===== src/rtl/sys_cmd_pkg.sv =====
// Shared definitions for the UART command initiator: opcodes, command and
// state encodings, and per-command TX/RX byte counts.
package sys_cmd_pkg;

  typedef enum logic [1:0] {
    CMD_WRITE = 2'b00,
    CMD_READ  = 2'b01,
    CMD_ALU   = 2'b10,
    CMD_NOP   = 2'b11
  } cmd_type_e;

  typedef enum logic [1:0] {
    IDLE     = 2'b00,
    SEND     = 2'b01,
    GAP      = 2'b10,
    WAIT_RSP = 2'b11
  } state_e;

  localparam logic [7:0] OPC_WRITE = 8'hAA;
  localparam logic [7:0] OPC_READ  = 8'hBB;
  localparam logic [7:0] OPC_ALU   = 8'hCC;
  localparam logic [7:0] OPC_NOP   = 8'hDD;

  localparam logic [2:0] TX_LEN_WRITE = 3'd3;
  localparam logic [2:0] TX_LEN_READ  = 3'd2;
  localparam logic [2:0] TX_LEN_ALU   = 3'd4;
  localparam logic [2:0] TX_LEN_NOP   = 3'd2;

  localparam logic [1:0] RX_LEN_WRITE = 2'd0;
  localparam logic [1:0] RX_LEN_READ  = 2'd1;
  localparam logic [1:0] RX_LEN_ALU   = 2'd2;
  localparam logic [1:0] RX_LEN_NOP   = 2'd2;

  function automatic logic [2:0] tx_len(input cmd_type_e t);
    case (t)
      CMD_WRITE: tx_len = TX_LEN_WRITE;
      CMD_READ:  tx_len = TX_LEN_READ;
      CMD_ALU:   tx_len = TX_LEN_ALU;
      default:   tx_len = TX_LEN_NOP;
    endcase
  endfunction

  function automatic logic [1:0] rx_len(input cmd_type_e t);
    case (t)
      CMD_WRITE: rx_len = RX_LEN_WRITE;
      CMD_READ:  rx_len = RX_LEN_READ;
      CMD_ALU:   rx_len = RX_LEN_ALU;
      default:   rx_len = RX_LEN_NOP;
    endcase
  endfunction

endpackage


===== src/rtl/sys_cmd_rsp_timer.sv =====
// Response wait timer: cleared on entry to the wait state, counts while enabled
// and parks at LIMIT-1, where it reports expiry.
module sys_cmd_rsp_timer #(
  parameter int unsigned LIMIT = 65535
) (
  input  logic clk,
  input  logic rst,
  input  logic clear,
  input  logic enable,
  output logic expired
);

  localparam int unsigned CW = (LIMIT > 2) ? $clog2(LIMIT) : 1;

  logic [CW-1:0] cnt_r;

  assign expired = (cnt_r == CW'(LIMIT - 1));

  // Saturating cycle counter.
  always_ff @(posedge clk) begin
    if (rst) begin
      cnt_r <= '0;
    end else if (clear) begin
      cnt_r <= '0;
    end else if (enable && !expired) begin
      cnt_r <= cnt_r + CW'(1);
    end else begin
      cnt_r <= cnt_r;
    end
  end

endmodule


===== src/rtl/sys_cmd_initiator.sv =====
// Serialises register/ALU commands into UART bytes and assembles the reply.
// Define SYS_CMD_TIMEOUT_EN to build the response timeout (otherwise waits forever).
module sys_cmd_initiator
  import sys_cmd_pkg::*;
#(
  parameter int unsigned FRAME_WIDTH         = 8,
  parameter int unsigned REG_FILE_ADDR_WIDTH = 4,
  parameter int unsigned ALU_FUNC_WIDTH      = 4,
  parameter int unsigned RSP_TIMEOUT_CYCLES  = 65535
) (
  input  logic                           CLK,
  input  logic                           RST,
  input  logic                           CMD_VALID,
  output logic                           CMD_READY,
  input  logic [1:0]                     CMD_TYPE,
  input  logic [REG_FILE_ADDR_WIDTH-1:0] CMD_ADDR,
  input  logic [FRAME_WIDTH-1:0]         CMD_DATA,
  input  logic [FRAME_WIDTH-1:0]         CMD_OP_A,
  input  logic [FRAME_WIDTH-1:0]         CMD_OP_B,
  input  logic [ALU_FUNC_WIDTH-1:0]      CMD_FUNC,
  output logic [FRAME_WIDTH-1:0]         TX_P_DATA,
  output logic                           TX_P_VLD,
  input  logic                           TX_BUSY,
  input  logic [FRAME_WIDTH-1:0]         RX_P_DATA,
  input  logic                           RX_P_VLD,
  output logic [15:0]                    RSP_DATA,
  output logic                           RSP_VALID,
  output logic                           RSP_TIMEOUT,
  output logic                           BUSY
);

  state_e                         state_r, next_state_s;
  cmd_type_e                      type_r;
  logic [REG_FILE_ADDR_WIDTH-1:0] addr_r;
  logic [FRAME_WIDTH-1:0]         data_r, op_a_r, op_b_r;
  logic [ALU_FUNC_WIDTH-1:0]      func_r;
  logic [2:0]                     tx_idx_r;
  logic                           gap_cnt_r;
  logic [1:0]                     rx_cnt_r;
  logic [7:0]                     rx_lo_r;
  logic [15:0]                    rsp_data_r;
  logic                           rsp_valid_r, rsp_timeout_r;

  logic [2:0]             tx_len_s;
  logic [1:0]             rx_len_s;
  logic [FRAME_WIDTH-1:0] tx_byte_s;
  logic [7:0]             rx_byte_s;
  logic                   accept_s, tx_done_s, rx_take_s, rx_final_s, timeout_s;

  assign tx_len_s   = tx_len(type_r);
  assign rx_len_s   = rx_len(type_r);
  assign rx_byte_s  = RX_P_DATA[7:0];
  assign accept_s   = CMD_VALID && (state_r == IDLE);
  assign tx_done_s  = (state_r == SEND) && !TX_BUSY;
  assign rx_take_s  = (state_r == WAIT_RSP) && RX_P_VLD;
  assign rx_final_s = rx_take_s && (rx_cnt_r == (rx_len_s - 2'd1));

`ifdef SYS_CMD_TIMEOUT_EN
  logic timer_clear_s, timer_en_s, timer_expired_s;

  assign timer_clear_s = (state_r != WAIT_RSP) && (next_state_s == WAIT_RSP);
  assign timer_en_s    = (state_r == WAIT_RSP);
  assign timeout_s     = (state_r == WAIT_RSP) && timer_expired_s;

  sys_cmd_rsp_timer #(
    .LIMIT (RSP_TIMEOUT_CYCLES)
  ) u_rsp_timer (
    .clk     (CLK),
    .rst     (RST),
    .clear   (timer_clear_s),
    .enable  (timer_en_s),
    .expired (timer_expired_s)
  );
`else
  assign timeout_s = 1'b0;
`endif

  // Select the outgoing byte for the current command and byte index.
  always_comb begin
    tx_byte_s = '0;
    case (type_r)
      CMD_WRITE: begin
        case (tx_idx_r)
          3'd0:    tx_byte_s = FRAME_WIDTH'(OPC_WRITE);
          3'd1:    tx_byte_s = FRAME_WIDTH'(addr_r);
          default: tx_byte_s = data_r;
        endcase
      end
      CMD_READ: begin
        case (tx_idx_r)
          3'd0:    tx_byte_s = FRAME_WIDTH'(OPC_READ);
          default: tx_byte_s = FRAME_WIDTH'(addr_r);
        endcase
      end
      CMD_ALU: begin
        case (tx_idx_r)
          3'd0:    tx_byte_s = FRAME_WIDTH'(OPC_ALU);
          3'd1:    tx_byte_s = op_a_r;
          3'd2:    tx_byte_s = op_b_r;
          default: tx_byte_s = FRAME_WIDTH'(func_r);
        endcase
      end
      default: begin
        case (tx_idx_r)
          3'd0:    tx_byte_s = FRAME_WIDTH'(OPC_NOP);
          default: tx_byte_s = FRAME_WIDTH'(func_r);
        endcase
      end
    endcase
  end

  // Next-state logic.
  always_comb begin
    next_state_s = state_r;
    case (state_r)
      IDLE: begin
        if (CMD_VALID) next_state_s = SEND;
        else           next_state_s = IDLE;
      end
      SEND: begin
        if (!TX_BUSY) next_state_s = GAP;
        else          next_state_s = SEND;
      end
      GAP: begin
        // gap_cnt_r is set on the second GAP cycle.
        if (gap_cnt_r) begin
          if (tx_idx_r < tx_len_s)     next_state_s = SEND;
          else if (rx_len_s != 2'd0)   next_state_s = WAIT_RSP;
          else                         next_state_s = IDLE;
        end else begin
          next_state_s = GAP;
        end
      end
      WAIT_RSP: begin
        if (rx_final_s || timeout_s) next_state_s = IDLE;
        else                         next_state_s = WAIT_RSP;
      end
      default: next_state_s = IDLE;
    endcase
  end

  // State, command capture, byte indices and response assembly.
  always_ff @(posedge CLK) begin
    if (RST) begin
      state_r       <= IDLE;
      type_r        <= CMD_WRITE;
      addr_r        <= '0;
      data_r        <= '0;
      op_a_r        <= '0;
      op_b_r        <= '0;
      func_r        <= '0;
      tx_idx_r      <= 3'd0;
      gap_cnt_r     <= 1'b0;
      rx_cnt_r      <= 2'd0;
      rx_lo_r       <= 8'h00;
      rsp_data_r    <= 16'h0000;
      rsp_valid_r   <= 1'b0;
      rsp_timeout_r <= 1'b0;
    end else begin
      state_r       <= next_state_s;
      gap_cnt_r     <= (state_r == GAP) && !gap_cnt_r;
      rsp_valid_r   <= rx_final_s;
      // A final byte arriving on the expiry cycle takes precedence.
      rsp_timeout_r <= timeout_s && !rx_final_s;

      if (accept_s) begin
        type_r   <= cmd_type_e'(CMD_TYPE);
        addr_r   <= CMD_ADDR;
        data_r   <= CMD_DATA;
        op_a_r   <= CMD_OP_A;
        op_b_r   <= CMD_OP_B;
        func_r   <= CMD_FUNC;
        tx_idx_r <= 3'd0;
      end else if (tx_done_s && (tx_idx_r < tx_len_s)) begin
        tx_idx_r <= tx_idx_r + 3'd1;
      end

      if (state_r != WAIT_RSP) begin
        rx_cnt_r <= 2'd0;
      end else if (rx_take_s && (rx_cnt_r < rx_len_s)) begin
        rx_cnt_r <= rx_cnt_r + 2'd1;
      end

      if (rx_take_s && (rx_cnt_r == 2'd0)) begin
        rx_lo_r <= rx_byte_s;
      end

      if (rx_final_s) begin
        if (rx_len_s == 2'd1) rsp_data_r <= {8'h00, rx_byte_s};
        else                  rsp_data_r <= {rx_byte_s, rx_lo_r};
      end
    end
  end

  assign CMD_READY   = (state_r == IDLE);
  assign BUSY        = (state_r != IDLE);
  assign TX_P_VLD    = (state_r == SEND);
  assign TX_P_DATA   = (state_r == SEND) ? tx_byte_s : '0;
  assign RSP_DATA    = rsp_data_r;
  assign RSP_VALID   = rsp_valid_r;
  assign RSP_TIMEOUT = rsp_timeout_r;

endmodule

===== config.mk =====
export PLATFORM = sky130hd
export DESIGN_NAME = sys_cmd_initiator
export DESIGN_NICKNAME = d
export VERILOG_FILES = /design/src/rtl/sys_cmd_pkg.sv /design/src/rtl/sys_cmd_rsp_timer.sv /design/src/rtl/sys_cmd_initiator.sv
export SDC_FILE = /design/constraint.sdc
export NUM_CORES = 1
export LEC_CHECK = 0
export ABC_AREA = 1
export CORE_ASPECT_RATIO = 1.2
export CORE_MARGIN = 1.5
export CORE_UTILIZATION = 40
export CTS_CLUSTER_SIZE = 16
export DETAILED_ROUTE_END_ITERATION = 8
export PLACE_DENSITY = 0.72
export SYNTH_ARGS = -nofsm -noshare
export SYNTH_HDL_FRONTEND = slang
export SYNTH_SLANG_ARGS = --single-unit
export TNS_END_PERCENT = 30

===== constraint.sdc =====
create_clock -name CLK -period 2.4 [get_ports CLK]
set_clock_uncertainty 0.1 [all_clocks]
set_input_delay 0.36 -clock CLK [delete_from_list [all_inputs] [get_ports CLK]]
set_output_delay 0.36 -clock CLK [all_outputs]
set_load 0.03 [all_outputs]

==> run notes <==
impl run done, here's what came out: outcome finished, violations left, failing checks negative setup slack, Avg Inst Size Synth approximately 7.0 um^2, RSZ-0062 raised after global routing yes, Fmax 411 MHz, synthesized cell area between 0.003 and 0.004 mm^2, Peak VDD IR between 0.3 and 0.4 mV, hpwl dp 6590 um, Worst-path clk slew about 80 ps, Pleak 1.97 nW, post-CTS setup repair buffer count 0, Setup-failing EPs final 1, fin worst setup slack -31.1 ps, pwr dens approximately 610 mW/mm^2, CP max FO 8, Int Pwr 1.98 mW, most frequent cells in the layout 111 x nand2_1, 67 x nand3_1, 65 x clkdlybuf4s50_1, worst r2r path cells 10, Comb gate area 0.00172 mm^2, Reg-to-Reg End state_r[1]$_SDFF_PP0_, Remaining DRCs 0, top cells, area dfxtp_1 41%, nand2_1 13%, nand3_1 10%, metal3 WL ~410 um
## logic make-up after synthesis
kind of cell | synth area share [%]
AND/OR/NAND/NOR | 33.0
AND-OR/OR-AND | 12.4
buffers and inverters | 10.0
flip-flops | 40.8
adder cells (fa/ha/maj) | 3.42
XOR/XNOR | 0.266
other | 0.114
## critical path, stage by stage, from the launching register on
cell and delay [ps]:
dfxtp_4 380, inv_4 60, ha_4 170, nand2_2 80, buf_6 140, nand2_1 60
o21ai_0 230, o21ai_2 130, nor2_1 140, nor2_1 60, buf_4 170
## power by group through the flow
stage / Sequential [mW] / Combinational [mW] / Clock, mW
detailed placement: 1.22 / 0.457 / 0
CTS: 1.20 / 0.458 / 1.08
finish: 1.20 / 0.484 / 1.06
global placement: 1.22 / 0.452 / 0
floorplan: 1.21 / 0.282 / 0
global route: 1.20 / 0.534 / 1.14
## sequential cells by signal, indices dropped and copies added (netlist names)
name,cells
addr_r,4
state_r,2
rx_cnt_r,2
data_r,8
gap_cnt_r,1
tx_idx_r,3
rx_lo_r,8
RSP_VALID,1
RSP_DATA,16
func_r,4
op_a_r,8
op_b_r,8
type_r,2
## worst min-delay path by stage
stage	from	end	slack, ps	cells past startpoint
CTS	op_b_r[1]$_SDFFE_PP0P_	op_b_r[1]$_SDFFE_PP0P_	360	2
finish	op_a_r[3]$_SDFFE_PP0P_	op_a_r[3]$_SDFFE_PP0P_	360	2
floorplan	op_b_r[7]$_SDFFE_PP0P_	op_b_r[7]$_SDFFE_PP0P_	320	2
detailed placement	op_b_r[1]$_SDFFE_PP0P_	op_b_r[1]$_SDFFE_PP0P_	340	2
global placement	op_a_r[6]$_SDFFE_PP0P_	op_a_r[6]$_SDFFE_PP0P_	340	2
global route	op_b_r[1]$_SDFFE_PP0P_	op_b_r[1]$_SDFFE_PP0P_	370	2
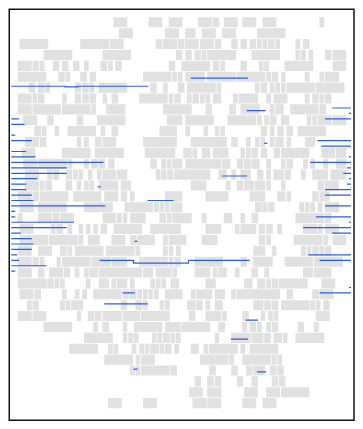
Fig. 1. The metal 3 layer.
Scale: 4 px per um. Cells faint in the background.
The layer carries 410 um of wire. 57 nets have wire on it.
Routed WL: 8910 um
GR Util met3: 5.33%

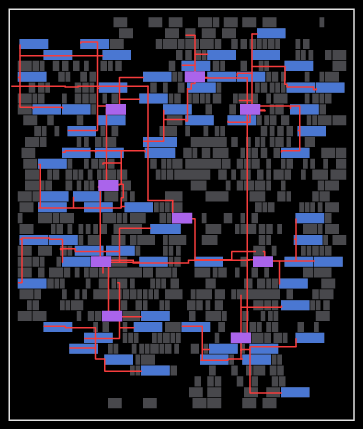
Fig. 2. Clock distribution.
Scale: 4 px per um.
Key: blue = flip-flops [count 67]; purple = clock-net drivers [count 9]; red = clock wires [length 898 um]
Position of the flops: spread over the die.
Clock net power: 1.06 mW
Clock power frac: 38.8%
clk latency late pin: 350 ps

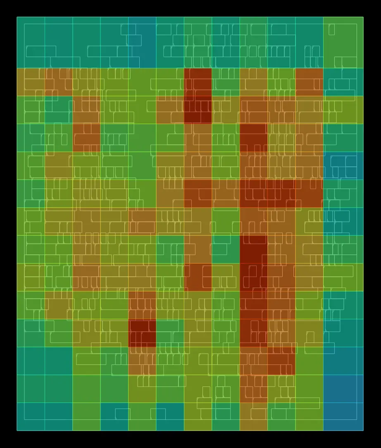
Fig. 3. Congestion heat map.
GR Util met2: 38.5%
GRT Total Usage: 21.0%
final core occ: 55.9%

No activity file was given, so power comes from the tool's default toggle rates.
